## config.mk

```make
export PLATFORM = sky130hd
export DESIGN_NAME = core_pipe_stage_flat
export DESIGN_NICKNAME = d
export VERILOG_FILES = /design/src/rtl/core_pipe_stage_if.sv /design/src/rtl/core_pipe_stage.sv /design/src/flat_wrapper.sv
export SDC_FILE = /design/constraint.sdc
export NUM_CORES = 1
export LEC_CHECK = 0
export CORE_ASPECT_RATIO = 0.6
export CORE_UTILIZATION = 40
export CTS_CLUSTER_SIZE = 14
export DETAILED_ROUTE_END_ITERATION = 12
export PLACE_DENSITY = 0.74
export SKIP_LAST_GASP = 1
export SYNTH_ARGS = -nofsm -noshare
export SYNTH_HDL_FRONTEND = slang
export SYNTH_SLANG_ARGS = --single-unit
```

## constraint.sdc

```tcl
create_clock -name clk -period 6.4 [get_ports clk]
set_input_delay 0.96 -clock clk [delete_from_list [all_inputs] [get_ports clk]]
set_output_delay 0.96 -clock clk [all_outputs]
set_load 0.01 [all_outputs]
```

## src/rtl/core_pipe_stage_if.sv

```systemverilog
// Valid/ready channel carrying one {addr, inst} pair.
// The producer uses the master modport and the consumer uses the slave modport.
interface core_pipe_stage_if #(
  parameter int ADDR_W = 32,
  parameter int INST_W = 32
);
  logic              valid;
  logic              ready;
  logic [ADDR_W-1:0] addr;
  logic [INST_W-1:0] inst;

  modport master (output valid, output addr, output inst, input ready);
  modport slave  (input valid, input addr, input inst, output ready);
endinterface

```

## src/rtl/core_pipe_stage.sv

```systemverilog
// Pipeline register between fetch and decode, with flush and an optional 2-entry skid buffer.
// When the stage is empty it presents NOP, and out_addr keeps the last address it presented.
module core_pipe_stage #(
  parameter int                ADDR_W   = 32,
  parameter int                INST_W   = 32,
  parameter logic [ADDR_W-1:0] RST_ADDR = '0,
  parameter logic [INST_W-1:0] NOP      = INST_W'(32'h0000_0013),
  parameter bit                SKID     = 1'b1
) (
  input  logic                clk,
  input  logic                rst,
  input  logic                flush,
  core_pipe_stage_if.slave    up,
  core_pipe_stage_if.master   dn,
  output logic [1:0]          occupancy
);

  typedef enum logic [1:0] {ST_EMPTY, ST_ONE, ST_TWO} state_t;

  logic              accept;
  logic              issue;
  logic              in_ready_w;
  logic              out_valid_w;
  logic              load_in;
  logic              load_from_skid;
  logic              load_skid;
  logic [ADDR_W-1:0] main_addr_reg;
  logic [INST_W-1:0] main_inst_reg;
  logic [ADDR_W-1:0] skid_addr_reg;
  logic [INST_W-1:0] skid_inst_reg;

  assign accept   = up.valid & in_ready_w;
  assign issue    = out_valid_w & dn.ready;
  assign up.ready = in_ready_w;
  assign dn.valid = out_valid_w;
  assign dn.addr  = main_addr_reg;
  assign dn.inst  = out_valid_w ? main_inst_reg : NOP;

  generate
    if (SKID) begin : gen_skid
      state_t state_reg;
      state_t state_next;

      always_ff @(posedge clk) begin
        if (rst) state_reg <= ST_EMPTY;
        else     state_reg <= state_next;
      end

      always_comb begin
        state_next     = state_reg;
        load_in        = 1'b0;
        load_from_skid = 1'b0;
        load_skid      = 1'b0;
        case (state_reg)
          ST_EMPTY: if (accept) begin
            state_next = ST_ONE;
            load_in    = 1'b1;
          end
          ST_ONE: begin
            if (accept && issue) begin
              load_in = 1'b1;
            end else if (accept) begin
              state_next = ST_TWO;
              load_skid  = 1'b1;
            end else if (issue) begin
              state_next = ST_EMPTY;
            end
          end
          ST_TWO: if (issue) begin
            state_next     = ST_ONE;
            load_from_skid = 1'b1;
          end
          default: state_next = ST_EMPTY;
        endcase
        // Flush drops everything, including an entry accepted in the same cycle.
        if (flush) begin
          state_next     = ST_EMPTY;
          load_in        = 1'b0;
          load_from_skid = 1'b0;
          load_skid      = 1'b0;
        end
      end

      // in_ready comes only from the state flops, so out_ready has no combinational path to it.
      assign out_valid_w = (state_reg != ST_EMPTY);
      assign in_ready_w  = (state_reg != ST_TWO);
      assign occupancy   = {state_reg == ST_TWO, state_reg == ST_ONE};
    end else begin : gen_single
      logic valid_reg;

      always_ff @(posedge clk) begin
        if (rst)         valid_reg <= 1'b0;
        else if (flush)  valid_reg <= 1'b0;
        else if (accept) valid_reg <= 1'b1;
        else if (issue)  valid_reg <= 1'b0;
      end

      assign in_ready_w     = ~valid_reg | dn.ready;
      assign out_valid_w    = valid_reg;
      assign load_in        = accept & ~flush;
      assign load_from_skid = 1'b0;
      assign load_skid      = 1'b0;
      assign occupancy      = {1'b0, valid_reg};
    end
  endgenerate

  always_ff @(posedge clk) begin
    if (rst) begin
      main_addr_reg <= RST_ADDR;
      main_inst_reg <= NOP;
    end else if (load_in) begin
      main_addr_reg <= up.addr;
      main_inst_reg <= up.inst;
    end else if (load_from_skid) begin
      main_addr_reg <= skid_addr_reg;
      main_inst_reg <= skid_inst_reg;
    end
  end

  always_ff @(posedge clk) begin
    if (load_skid) begin
      skid_addr_reg <= up.addr;
      skid_inst_reg <= up.inst;
    end
  end

endmodule
```

## src/flat_wrapper.sv

```systemverilog
// flat-port wrapper written by rule: the top's interface ports become plain ports
module core_pipe_stage_flat 
#(
  parameter int                ADDR_W   = 32,
  parameter int                INST_W   = 32,
  parameter logic [ADDR_W-1:0] RST_ADDR = '0,
  parameter logic [INST_W-1:0] NOP      = INST_W'(32'h0000_0013),
  parameter bit                SKID     = 1'b1
)
  (clk, rst, flush, occupancy, up_valid, up_addr, up_inst, up_ready, dn_valid, dn_addr, dn_inst, dn_ready);
  core_pipe_stage_if #(.ADDR_W(ADDR_W), .INST_W(INST_W)) up_i ();
  core_pipe_stage_if #(.ADDR_W(ADDR_W), .INST_W(INST_W)) dn_i ();
  input  logic clk;
  input  logic rst;
  input  logic flush;
  output logic [1:0] occupancy;
  input wire logic [$bits(up_i.valid)-1:0] up_valid;
  input wire logic [$bits(up_i.addr)-1:0] up_addr;
  input wire logic [$bits(up_i.inst)-1:0] up_inst;
  output wire logic [$bits(up_i.ready)-1:0] up_ready;
  output wire logic [$bits(dn_i.valid)-1:0] dn_valid;
  output wire logic [$bits(dn_i.addr)-1:0] dn_addr;
  output wire logic [$bits(dn_i.inst)-1:0] dn_inst;
  input wire logic [$bits(dn_i.ready)-1:0] dn_ready;
  assign up_i.valid = up_valid;
  assign up_i.addr = up_addr;
  assign up_i.inst = up_inst;
  assign up_ready = up_i.ready;
  assign dn_valid = dn_i.valid;
  assign dn_addr = dn_i.addr;
  assign dn_inst = dn_i.inst;
  assign dn_i.ready = dn_ready;
  core_pipe_stage #(.ADDR_W(ADDR_W), .INST_W(INST_W), .RST_ADDR(RST_ADDR), .NOP(NOP), .SKID(SKID)) u_core (.clk(clk), .rst(rst), .flush(flush), .up(up_i), .dn(dn_i), .occupancy(occupancy));
endmodule
```

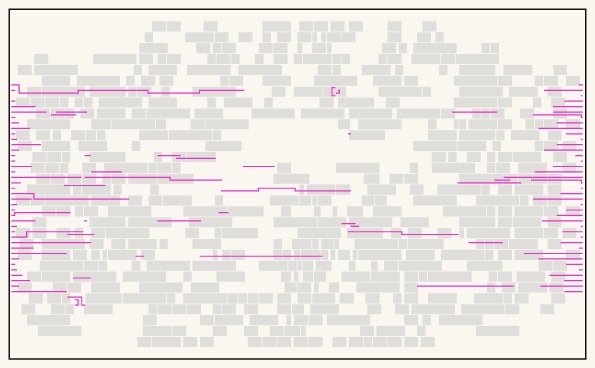
m3.png
(4 px per um)
wire length on this layer = 791 um
longest straight run = 30.4 um

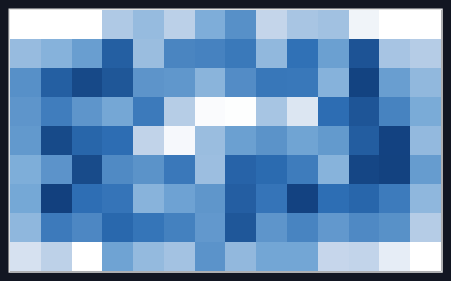
util_map.png
(3 px per um) The die is cut into 14 by 9 equal tiles; white is low, dark blue is high, 0 to 100% covered.
mean over tiles = 53%
fullest tile = 93%
tiles over 75% full = 19%

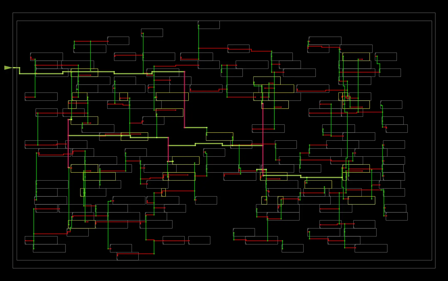
clock_nets.png
flop count: 130
clkbuf count: 21
clk sinks: 130
Latency at later pin: 0.40 ns

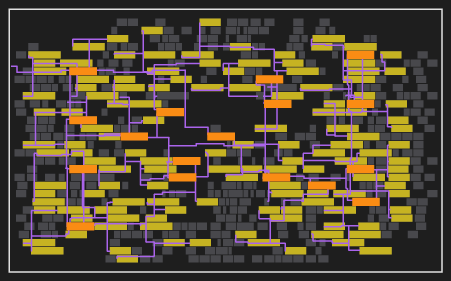
clock_wires.png
(3 px per um)
flip-flops -> yellow  # count 130
clock wires -> purple  # length 1580 um
clock-net drivers -> orange  # count 17
routed clock nets = 18
flops lie = spread over the die

==> flow_summary.json <==
{
  "post_cts.repair.setup_buffers": 0,
  "worstMarginPinSlew_ns": 0.672,
  "grt_pass1_wl_um": 18000,
  "p_total_w": 0.00202,
  "placement_rows": 30,
  "cts_buffer_depth": 2,
  "postRouteAntennaNets": 0,
  "r2r_end": "u_core.main_inst_reg[16]$_SDFFE_PP0P_",
  "drive_above_1_share_pct": 8.92,
  "portBuffers": 136,
  "cp_slowest_cell": "clkdlybuf4s50_1",
  "max_freq_mhz": 332,
  "holdPathStages": 1,
  "cpPeakStageDelay_ns": 0.53,
  "core_area_um2": 11500,
  "syn_inst": 342,
  "ctsHoldBuffers": 0,
  "min_from": "u_core.main_inst_reg[18]$_SDFFE_PP0P_",
  "h-tree-depth": 4,
  "first_pass_iters": 4,
  "ys_warn_count": 0,
  "drv_slew": 0,
  "min_to": "u_core.main_inst_reg[18]$_SDFFE_PP0P_",
  "viasPerCell": 5.12,
  "setup_violations": 0,
  "pwr_density_cell_nw_per_um2": 293,
  "reg2reg_depth": 5,
  "crit_type": "reg2out",
  "antenna_found_initial": 0,
  "worstPathCellList": "nor2_2 > buf_4 > inv_1 > nand2_1 > clkdlybuf4s50_1",
  "critPathLaunchType": "flip-flop",
  "tritoncts.num_buffers": 17,
  "drtIter0Drc": 231,
  "hold_ws_ns": 0.481,
  "dieArea_um2": 12500,
  "hpwl_um": 7190,
  "grt.overflow.total": 0,
  "required_ns": 5.44,
  "yosysCellCount": 342,
  "die_w_um": 144,
  "yosys.cell_types.count": 30,
  "syn-num-nets": 411,
  "cts_resized": 0,
  "worstPathMaxFanout": 30,
  "n_antenna_cell": 0,
  "io_pins": 137,
  "period_minus_slack_ns": 3.01,
  "grt_use_total_pct": 19.3,
  "fin_tns_setup_ns": 0,
  "die.size.y_um": 87.1,
  "cp.arrival_ns": 2.05,
  "ys_ff": 130,
  "grt_max_degree": 60,
  "wl_per_cell_um": 17.6,
  "place_ws_ns": 3.19,
  "synth_top_area_share_pct": 39.8,
  "hold_viol_final": 0,
  "yosysTopAreaCell": "edfxtp_1",
  "cts_tree": "done",
  "leakage_nw": 2.48,
  "rr_startpoint": "u_core.gen_skid.state_reg[0]$_SDFFE_PP0P_",
  "vias": 3343,
  "clk_root_buffer_cell": "clkbuf_16",
  "fp_util_pct": 41.9,
  "hp-class": "reg2reg",
  "ys_seq_share_pct": 67.2,
  "area_delta_synth_final_pct": 42.5,
  "drc": 0,
  "rsz0062_at_grt": "no",
  "path_clk_slew_ns": 0.05,
  "place.gp.congestion": 0.783,
  "slew_headroom_pct": 55.2,
  "ir_worst_vdd_mv": 0.199,
  "tool_warnings": 26,
  "route.final.wire_length_um": 11500,
  "status": "finished clean"
}
## cell usage in the layout (no fill, tap or decap), types with 3 or more instances in the layout
cell type,synthesis,routed
a32oi_1,3,3
nand3_1,3,3
nor2b_1,30,30
clkbuf_16,0,17
inv_1,5,5
bufinv_16,0,3
clkbuf_1,11,3
clkinv_2,0,4
nand2_1,8,8
edfxtp_1,64,64
clkdlybuf4s50_1,0,136
a221o_1,59,59
dfxtp_1,66,66
and2_1,60,60
buf_4,2,5
## metal layers
metal | track usage (%) | part of all wire [%] | up-vias
li1 | - | - | 1572
met1 | 27.1 | 49 | 1626
met2 | 28.4 | 44 | 134
met3 | 5.17 | 6.9 | 11
met4 | 7.25 | 0.59 | 0
met5 | 0 | 0 | -
## layout make-up
type | instances | area, um2
clock buffer | 21 | 450
clock inverter | 11 | 138
fill | 927 | 4650
inverter | 5 | 18.8
multi-input combinational | 185 | 1430
sequential | 130 | 3240
tap | 160 | 200
timing repair buffer | 141 | 1400
## how the worst max path moves through the flow
stage                                              startpoint                                     to  slack, ns
detailed placement                                   dn_ready  u_core.main_inst_reg[13]$_SDFFE_PP0P_       3.19
global route        u_core.gen_skid.state_reg[1]$_SDFFE_PP0P_                             dn_inst[4]       3.26
finish              u_core.gen_skid.state_reg[1]$_SDFFE_PP0P_                             dn_inst[1]       3.39
CTS                 u_core.gen_skid.state_reg[1]$_SDFFE_PP0P_                             dn_inst[1]       3.35
global placement                                     dn_ready  u_core.main_inst_reg[15]$_SDFFE_PP0P_       3.27
floorplan                                            dn_ready      u_core.skid_addr_reg[0]$_DFFE_PP_       0.41
## power breakdown
group	switching, W	leakage, nW	internal (W)
logic	0.0000604	1.07	0.0000852
clock network	0.000339	0.284	0.000619
registers	0.0000131	1.12	0.000898
total	0.000413	2.48	0.00160
## logic make-up after synthesis
kind of cell    count (synthesis)  synth area share (%)
simple gates                  113                  14.7
mux                             2                 0.467
compound gates                 70                  14.0
flops                         130                  67.2
buf+inv                        27                  3.53
## per-stage QoR
stage,utilization [%],instances
finish,59.7,653
global route,59.7,653
CTS,59.7,653
detailed placement,54.5,621
global placement,54.5,621
floorplan,-,342
## Yosys cell counts
library cell	number
buf_2	1
a2111oi_0	1
edfxtp_1	64
o22ai_1	1
clkbuf_1	11
dfxtp_1	66
o21a_1	2
nand2b_4	1
mux2_2	2
a221o_1	59
nand2_4	1
a21boi_0	1
nor4bb_1	1
nor2b_4	1
and2_1	60
nor2_1	3
nand2_1	8
nor2b_1	30
a21oi_1	1
nor3_2	1
nor3_1	1
nor2b_2	1
a32oi_1	3
a22o_1	2
and3_4	1
buf_6	8
buf_4	2
nand3b_1	1
nand3_1	3
inv_1	5
## worst max-delay path, delay by kind of cell, from the launching register on
kind	cells	cell delay, ns
AND/OR/NAND/NOR	2	0.23
buffers and inverters	3	1.01
flip-flops	1	0.39
Power and IR drop assume default switching activity.
